==> src/rtl/flp_pkg.sv <==
// Shared types and constants for the floating-point alignment front end.
// Defaults describe IEEE-754 single precision; modules take their own
// EXP_W/MAN_W parameters and derive significand width with sig_w().
package flp_pkg;

    localparam int unsigned DEF_EXP_W = 8;
    localparam int unsigned DEF_MAN_W = 23;

    // Aligned significand: {hidden, mantissa, guard, round, sticky}
    function automatic int unsigned sig_w(input int unsigned man_w);
        return man_w + 4;
    endfunction

    localparam int unsigned DEF_SIG_W = sig_w(DEF_MAN_W);

    localparam logic [DEF_EXP_W-1:0] EXP_ONES = '1;

    typedef struct packed {
        logic                 sign;
        logic [DEF_EXP_W-1:0] exp;
        logic [DEF_MAN_W-1:0] man;
    } operand_t;

    typedef struct packed {
        logic                 big_sign;
        logic                 small_sign;
        logic [DEF_EXP_W-1:0] big_exp;
        logic [DEF_EXP_W:0]   exp_diff;
        logic [DEF_SIG_W-1:0] big_sig;
        logic [DEF_SIG_W-1:0] small_sig;
        logic                 swapped;
        logic                 special;
    } aligned_t;

endpackage

==> src/rtl/flp_sticky_shift.sv <==
// Combinational right shifter with sticky collection.
//   din  : significand to shift, LSB is the incoming sticky bit
//   sh   : unsigned shift amount
//   dout : din >> sh with every shifted-out bit ORed into the LSB;
//          shifts of SIG_W or more collapse to {0..0, |din}
module flp_sticky_shift #(
    parameter int unsigned SIG_W = 27,
    parameter int unsigned SH_W  = 9
) (
    input  logic [SIG_W-1:0] din,
    input  logic [SH_W-1:0]  sh,
    output logic [SIG_W-1:0] dout
);

    logic [SIG_W-1:0] shifted;
    logic [SIG_W-1:0] lost_mask;
    logic             lost;

    always_comb begin
        shifted   = '0;
        lost_mask = '0;
        lost      = 1'b0;
        dout      = '0;
        if (32'(sh) >= SIG_W) begin
            dout = {{(SIG_W-1){1'b0}}, |din};
        end else begin
            shifted   = din >> sh;
            lost_mask = ~({SIG_W{1'b1}} << sh);
            lost      = |(din & lost_mask);
            dout      = {shifted[SIG_W-1:1], shifted[0] | lost};
        end
    end

endmodule

==> src/rtl/flp_align_pipe.sv <==
// Two-stage exponent compare / operand order / significand align front end
// of the FP adder, with valid/ready flow control on both stages.
//   clk, rst_n            : clock, asynchronous active-low reset
//   in_valid/in_ready     : operand pair handshake (in_ready is combinational)
//   a_*/b_*               : operand sign, biased exponent, stored mantissa
//   out_valid/out_ready   : result handshake
//   big_*/small_*         : operands ordered by magnitude
//   exp_diff              : big_exp - small_exp, zero-extended
//   big_sig/small_sig     : {hidden, mantissa, G, R, S}; small_sig aligned
//   swapped               : b had the larger magnitude
//   special               : an exponent was all-ones; small_sig left unaligned
module flp_align_pipe
    import flp_pkg::*;
#(
    parameter  int unsigned EXP_W = DEF_EXP_W,
    parameter  int unsigned MAN_W = DEF_MAN_W,
    localparam int unsigned SIG_W = sig_w(MAN_W)
) (
    input  logic             clk,
    input  logic             rst_n,
    input  logic             in_valid,
    output logic             in_ready,
    input  logic             a_sign,
    input  logic             b_sign,
    input  logic [EXP_W-1:0] a_exp,
    input  logic [EXP_W-1:0] b_exp,
    input  logic [MAN_W-1:0] a_man,
    input  logic [MAN_W-1:0] b_man,
    output logic             out_valid,
    input  logic             out_ready,
    output logic             big_sign,
    output logic             small_sign,
    output logic [EXP_W-1:0] big_exp,
    output logic [EXP_W:0]   exp_diff,
    output logic [SIG_W-1:0] big_sig,
    output logic [SIG_W-1:0] small_sig,
    output logic             swapped,
    output logic             special
);

    logic             ready1, ready2;
    logic             v1;

    // stage-1 combinational ordering
    logic [MAN_W-1:0] a_man_f, b_man_f;
    logic [SIG_W-1:0] a_sig, b_sig;
    logic             swap_c;
    logic             special_c;
    logic [EXP_W:0]   diff_c;

    // stage-1 registers
    logic             s1_big_sign, s1_small_sign;
    logic [EXP_W-1:0] s1_big_exp;
    logic [EXP_W:0]   s1_diff;
    logic [SIG_W-1:0] s1_big_sig, s1_small_sig;
    logic             s1_swapped, s1_special;

    logic [SIG_W-1:0] shifted_sig;
    logic [SIG_W-1:0] small_sig_next;

    assign ready2   = !out_valid || out_ready;
    assign ready1   = !v1 || ready2;
    assign in_ready = ready1;

    // Flush zero/denormal operands, then order by {exp, man} magnitude
    always_comb begin
        a_man_f   = (a_exp == '0) ? '0 : a_man;
        b_man_f   = (b_exp == '0) ? '0 : b_man;
        a_sig     = (a_exp == '0) ? '0 : {1'b1, a_man, 3'b000};
        b_sig     = (b_exp == '0) ? '0 : {1'b1, b_man, 3'b000};
        swap_c    = (b_exp > a_exp) || ((b_exp == a_exp) && (b_man_f > a_man_f));
        special_c = (a_exp == '1) || (b_exp == '1);
        diff_c    = swap_c ? ((EXP_W+1)'(b_exp) - (EXP_W+1)'(a_exp))
                           : ((EXP_W+1)'(a_exp) - (EXP_W+1)'(b_exp));
    end

    // Stage 1 register
    always_ff @(posedge clk or negedge rst_n) begin
        if (!rst_n) begin
            v1            <= 1'b0;
            s1_big_sign   <= 1'b0;
            s1_small_sign <= 1'b0;
            s1_big_exp    <= '0;
            s1_diff       <= '0;
            s1_big_sig    <= '0;
            s1_small_sig  <= '0;
            s1_swapped    <= 1'b0;
            s1_special    <= 1'b0;
        end else begin
            if (ready1) begin
                v1 <= in_valid;
            end
            if (in_valid && ready1) begin
                s1_big_sign   <= swap_c ? b_sign : a_sign;
                s1_small_sign <= swap_c ? a_sign : b_sign;
                s1_big_exp    <= swap_c ? b_exp  : a_exp;
                s1_diff       <= diff_c;
                s1_big_sig    <= swap_c ? b_sig  : a_sig;
                s1_small_sig  <= swap_c ? a_sig  : b_sig;
                s1_swapped    <= swap_c;
                s1_special    <= special_c;
            end
        end
    end

    flp_sticky_shift #(
        .SIG_W (SIG_W),
        .SH_W  (EXP_W + 1)
    ) u_shift (
        .din  (s1_small_sig),
        .sh   (s1_diff),
        .dout (shifted_sig)
    );

    // inf/NaN payloads bypass alignment
    assign small_sig_next = s1_special ? s1_small_sig : shifted_sig;

    // Stage 2 register, drives the outputs directly
    always_ff @(posedge clk or negedge rst_n) begin
        if (!rst_n) begin
            out_valid  <= 1'b0;
            big_sign   <= 1'b0;
            small_sign <= 1'b0;
            big_exp    <= '0;
            exp_diff   <= '0;
            big_sig    <= '0;
            small_sig  <= '0;
            swapped    <= 1'b0;
            special    <= 1'b0;
        end else begin
            if (ready2) begin
                out_valid <= v1;
            end
            if (v1 && ready2) begin
                big_sign   <= s1_big_sign;
                small_sign <= s1_small_sign;
                big_exp    <= s1_big_exp;
                exp_diff   <= s1_diff;
                big_sig    <= s1_big_sig;
                small_sig  <= small_sig_next;
                swapped    <= s1_swapped;
                special    <= s1_special;
            end
        end
    end

endmodule

==> config.mk <==
export PLATFORM = sky130hd
export DESIGN_NAME = flp_align_pipe
export DESIGN_NICKNAME = d
export VERILOG_FILES = /design/src/rtl/flp_pkg.sv /design/src/rtl/flp_sticky_shift.sv /design/src/rtl/flp_align_pipe.sv
export SDC_FILE = /design/constraint.sdc
export NUM_CORES = 1
export LEC_CHECK = 0
export CAP_MARGIN = 20
export CORE_MARGIN = 10
export CORE_UTILIZATION = 45
export DETAILED_ROUTE_END_ITERATION = 8
export PLACE_DENSITY = 0.72
export SLEW_MARGIN = 20
export SYNTH_ARGS = -nofsm -noshare
export SYNTH_HDL_FRONTEND = slang
export SYNTH_SLANG_ARGS = --single-unit
==> constraint.sdc <==
create_clock -name clk -period 5.67 [get_ports clk]
set_clock_uncertainty 0.1 [all_clocks]
set_input_delay 1.4175 -clock clk [delete_from_list [all_inputs] [get_ports clk]]
set_output_delay 1.4175 -clock clk [all_outputs]
set_load 0.005 [all_outputs]
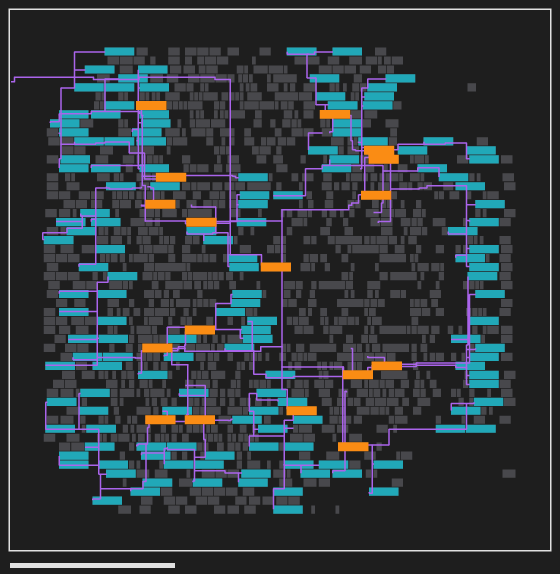
Figure 1: run 1, clock wires, drivers and flops.
Bar = 50 µm.
[cells driving clock nets] orange | count: 17
[flip-flops] cyan | count: 143
[clock wires] purple | length: 1,980 µm
flops lie	all over the die
routed clock nets	18

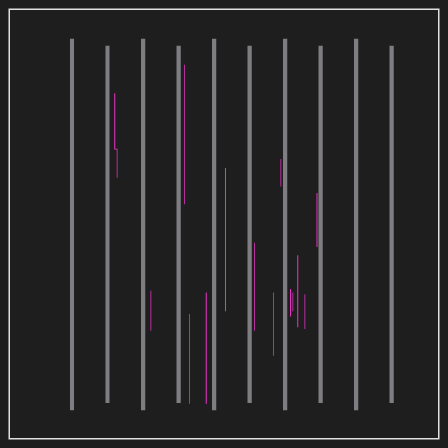
Figure 2: run 1, signal wires on met4.
Supply wires on this layer in grey.
nets with wire on the layer	11
main direction	vertical

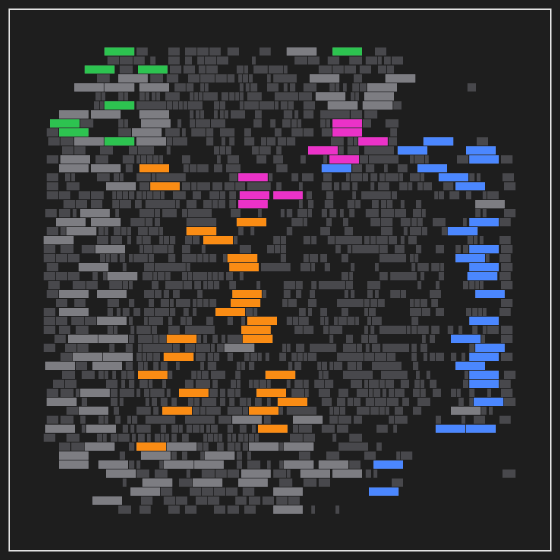
Figure 3: run 1, where the registers sit.
Other sequential cells in the stronger grey, the rest of the logic in the fainter grey.
netlist name	colour	placed flops
`s1_diff`	magenta	9
`s1_small_sig`	orange	24
`big_exp`	green	8
`small_sig`	blue	27
fin util: 56.2%
Reg area: 3580 µm²

==> impl_metrics.json, run 1 <==
{
  "cts_root_buffer": "clkbuf_16",
  "slew-limit-headroom_pct": 33.6,
  "r2r-start": "s1_diff[8]$_DFFE_PN0P_",
  "maxCapViolCount": 0,
  "fp.dieW_um": 164,
  "critical_path_class": "input pin to flop",
  "pg_clk_uw": 1070,
  "arrival_ns": 5.13,
  "grt_pass1_wl_um": 44000,
  "comb_area_um2": 5250,
  "finalWirelength_um": 27400,
  "p_comb_uw": 1240,
  "max_stage_delay_ns": 0.54,
  "netlist.area_leader.share_pct": 38.6,
  "crit_path_end": "s1_diff[8]$_DFFE_PN0P_",
  "clock_path_buffers": 2,
  "top_logic_kind": "AND-OR/OR-AND gates",
  "crit_slowest_cell": "clkdlybuf4s50_1",
  "cts_tree": "done",
  "design.die.area_um2": 26700,
  "fmax_mhz": 203,
  "fin_area_um2": 11400,
  "syn_avg_cell_area_um2": 8.76,
  "reg2reg_slack_ns": 2.71,
  "yosysCellCount": 1058,
  "initial_utilization_pct": 45.8,
  "post-place-ws_ns": 0.333,
  "drt_iter0_drc": 705,
  "top_cells_by_area": "dfrtp_1 39%, mux2_2 6.8%, nand2_1 5.7%",
  "drc": 0,
  "clockPowerShare_pct": 28.8,
  "synth-simple-area-share_pct": 17.7,
  "status": "finished clean",
  "whs_ns": 0.374,
  "aoi_share_pct": 19.9,
  "placed_cells": 1400,
  "worstPathRequired_ns": 5.88,
  "cpLargestDelayFamily": "simple AND/OR/NAND/NOR gates",
  "synth_flops": 143,
  "min_path_cells": 2,
  "gp_congestion": 0.894,
  "viasPerCell": 5.76,
  "via_count": 8254,
  "crit_cells": 15,
  "power_leader": "sequential cells",
  "ys_async_sr_fraction_pct": 100,
  "post_cts_buffers": 0
}
-- run 1: layer usage --
layer / part of all wire (%) / wire length, µm / GRT usage, %
met2: 46 / 12600 / 31.6
met4: 1.4 / 376 / 5.16
met1: 45 / 12200 / 27.7
met5: 0 / 0 / 0
met3: 7.7 / 2100 / 5.81
-- run 1: sequential cells by signal (all words and copies together), names as in the netlist, 8 cells and up --
signal	flops
big_sig	24
s1_diff	9
s1_big_exp	8
s1_small_sig	24
big_exp	8
exp_diff	9
small_sig	27
s1_big_sig	24
-- run 1: area by class of cell --
type	count	area share (%)
clock buffer	18	3.86
clock inverter	14	1.03
inverter	23	0.759
multi-input combinational	806	46.2
sequential	143	31.5
tap	270	2.97
timing repair buffer	158	13.8
==> inputs of run 2 (changes only) <==
--- a/config.mk
+++ b/config.mk
@@ -9,7 +9,8 @@
 export CORE_MARGIN = 10
 export CORE_UTILIZATION = 45
 export DETAILED_ROUTE_END_ITERATION = 8
-export PLACE_DENSITY = 0.72
+export DONT_BUFFER_PORTS = 1
+export PLACE_DENSITY = 0.63
 export SLEW_MARGIN = 20
 export SYNTH_ARGS = -nofsm -noshare
 export SYNTH_HDL_FRONTEND = slang
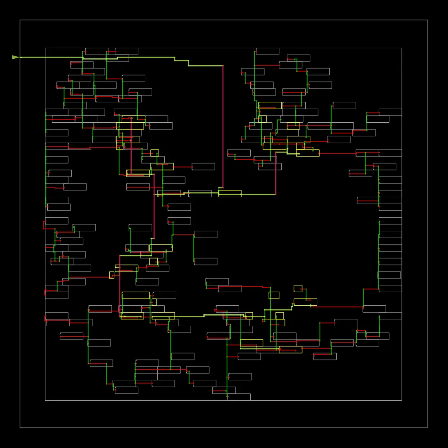
Figure 4: run 2, the clock network.
clk_lat worst skew: 0.43 ns
num sequential: 143

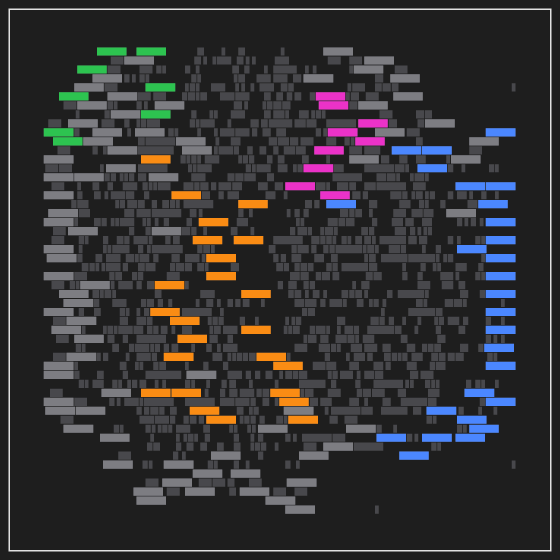
Figure 5: run 2, where the registers sit.
Other sequential cells in the stronger grey, the rest of the logic in the fainter grey.
netlist name	colour	placed flops
`s1_diff`	magenta	9
`big_exp`	green	8
`small_sig`	blue	27
`s1_small_sig`	orange	24
not coloured	75

==> run 2 against run 1 <==
  * Power decreased by 5.9%
  * Synthesized area unchanged
  * Global-route usage is 0.41 points lower
  * Sequential share of layout area increased by 4.4 points
  * Non-clock buffer count decreased by 143
  * Sequential power is essentially flat
  * Cell count decreased by 9.7%
  * Via count fell by 6.9%
  * Critical path depth is 1 lower
  * Critical endpoint is now s1_big_sig[23]$_DFFE_PN0P_
==> impl_metrics.json, run 2 <==
{
  "status": "finished clean",
  "placed_cells": 1257,
  "largest_reg_flops": 27,
  "fin_area_um2": 9970,
  "met1_length_um": 11700,
  "post_cts_buffers": 0,
  "synth_flops": 143,
  "final_util_pct": 49.3,
  "wl_met2_um": 12100,
  "p_comb_uw": 926,
  "critical_path_class": "input pin to flop",
  "netlist.area_leader.share_pct": 38.6,
  "clockPowerShare_pct": 32.4,
  "drt_iter0_drc": 717,
  "comb_area_um2": 5250,
  "use_met1_pct": 26.5,
  "via_count": 7686,
  "drc": 0,
  "cts_root_buffer": "clkbuf_16",
  "dr.max_layer_used": "met5",
  "yosysCellCount": 1058,
  "crit_slowest_cell": "buf_4",
  "seq_area_um2": 3580,
  "top_cells_by_area": "dfrtp_1 39%, mux2_2 6.8%, nand2_1 5.7%",
  "initial_utilization_pct": 45.8,
  "top_register": "small_sig",
  "use_met2_pct": 30.7,
  "top_logic_kind": "AND-OR/OR-AND gates",
  "max_stage_delay_ns": 0.57,
  "aoi_share_pct": 19.9,
  "min_period_ns": 4.45,
  "gp_congestion": 0.905,
  "r2r-start": "s1_diff[8]$_DFFE_PN0P_",
  "finalWirelength_um": 26700,
  "grt.met3_usage_pct": 7.15,
  "grt_busiest_layer": "met2",
  "grt_pass1_wl_um": 43000,
  "ys_async_sr_fraction_pct": 100,
  "clock_path_buffers": 2,
  "cpLargestDelayFamily": "simple AND/OR/NAND/NOR gates",
  "design.die.area_um2": 26700,
  "maxCapViolCount": 0,
  "viasPerCell": 5.94
}
-- run 2: cell counts after synthesis --
Identical to the previous run, type by type.
-- run 2: final timing paths --
kind,to,slack [ns],depth (start not counted)
worst max-delay path,s1_big_sig[23]$_DFFE_PN0P_,1.22,14
worst min-delay path,s1_swapped$_DFFE_PN0P_,0.38,2
min in group asynchronous,small_sig[16]$_DFFE_PN0P_,0.58,0
max in group asynchronous,big_sig[21]$_DFFE_PN0P_,4.55,0
worst max register to register,small_sig[5]$_DFFE_PN0P_,2.61,8
worst min register to register,s1_swapped$_DFFE_PN0P_,0.38,2
-- run 2: area by class of cell --
type	count	share of cell area (%)
antenna	4	0.100
clock buffer	18	4.40
clock inverter	14	1.58
inverter	23	0.866
multi-input combinational	806	52.6
sequential	143	35.9
tap	270	3.39
timing repair buffer	15	1.13
Power figures rest on the tool's default switching activity, not on a simulated workload.
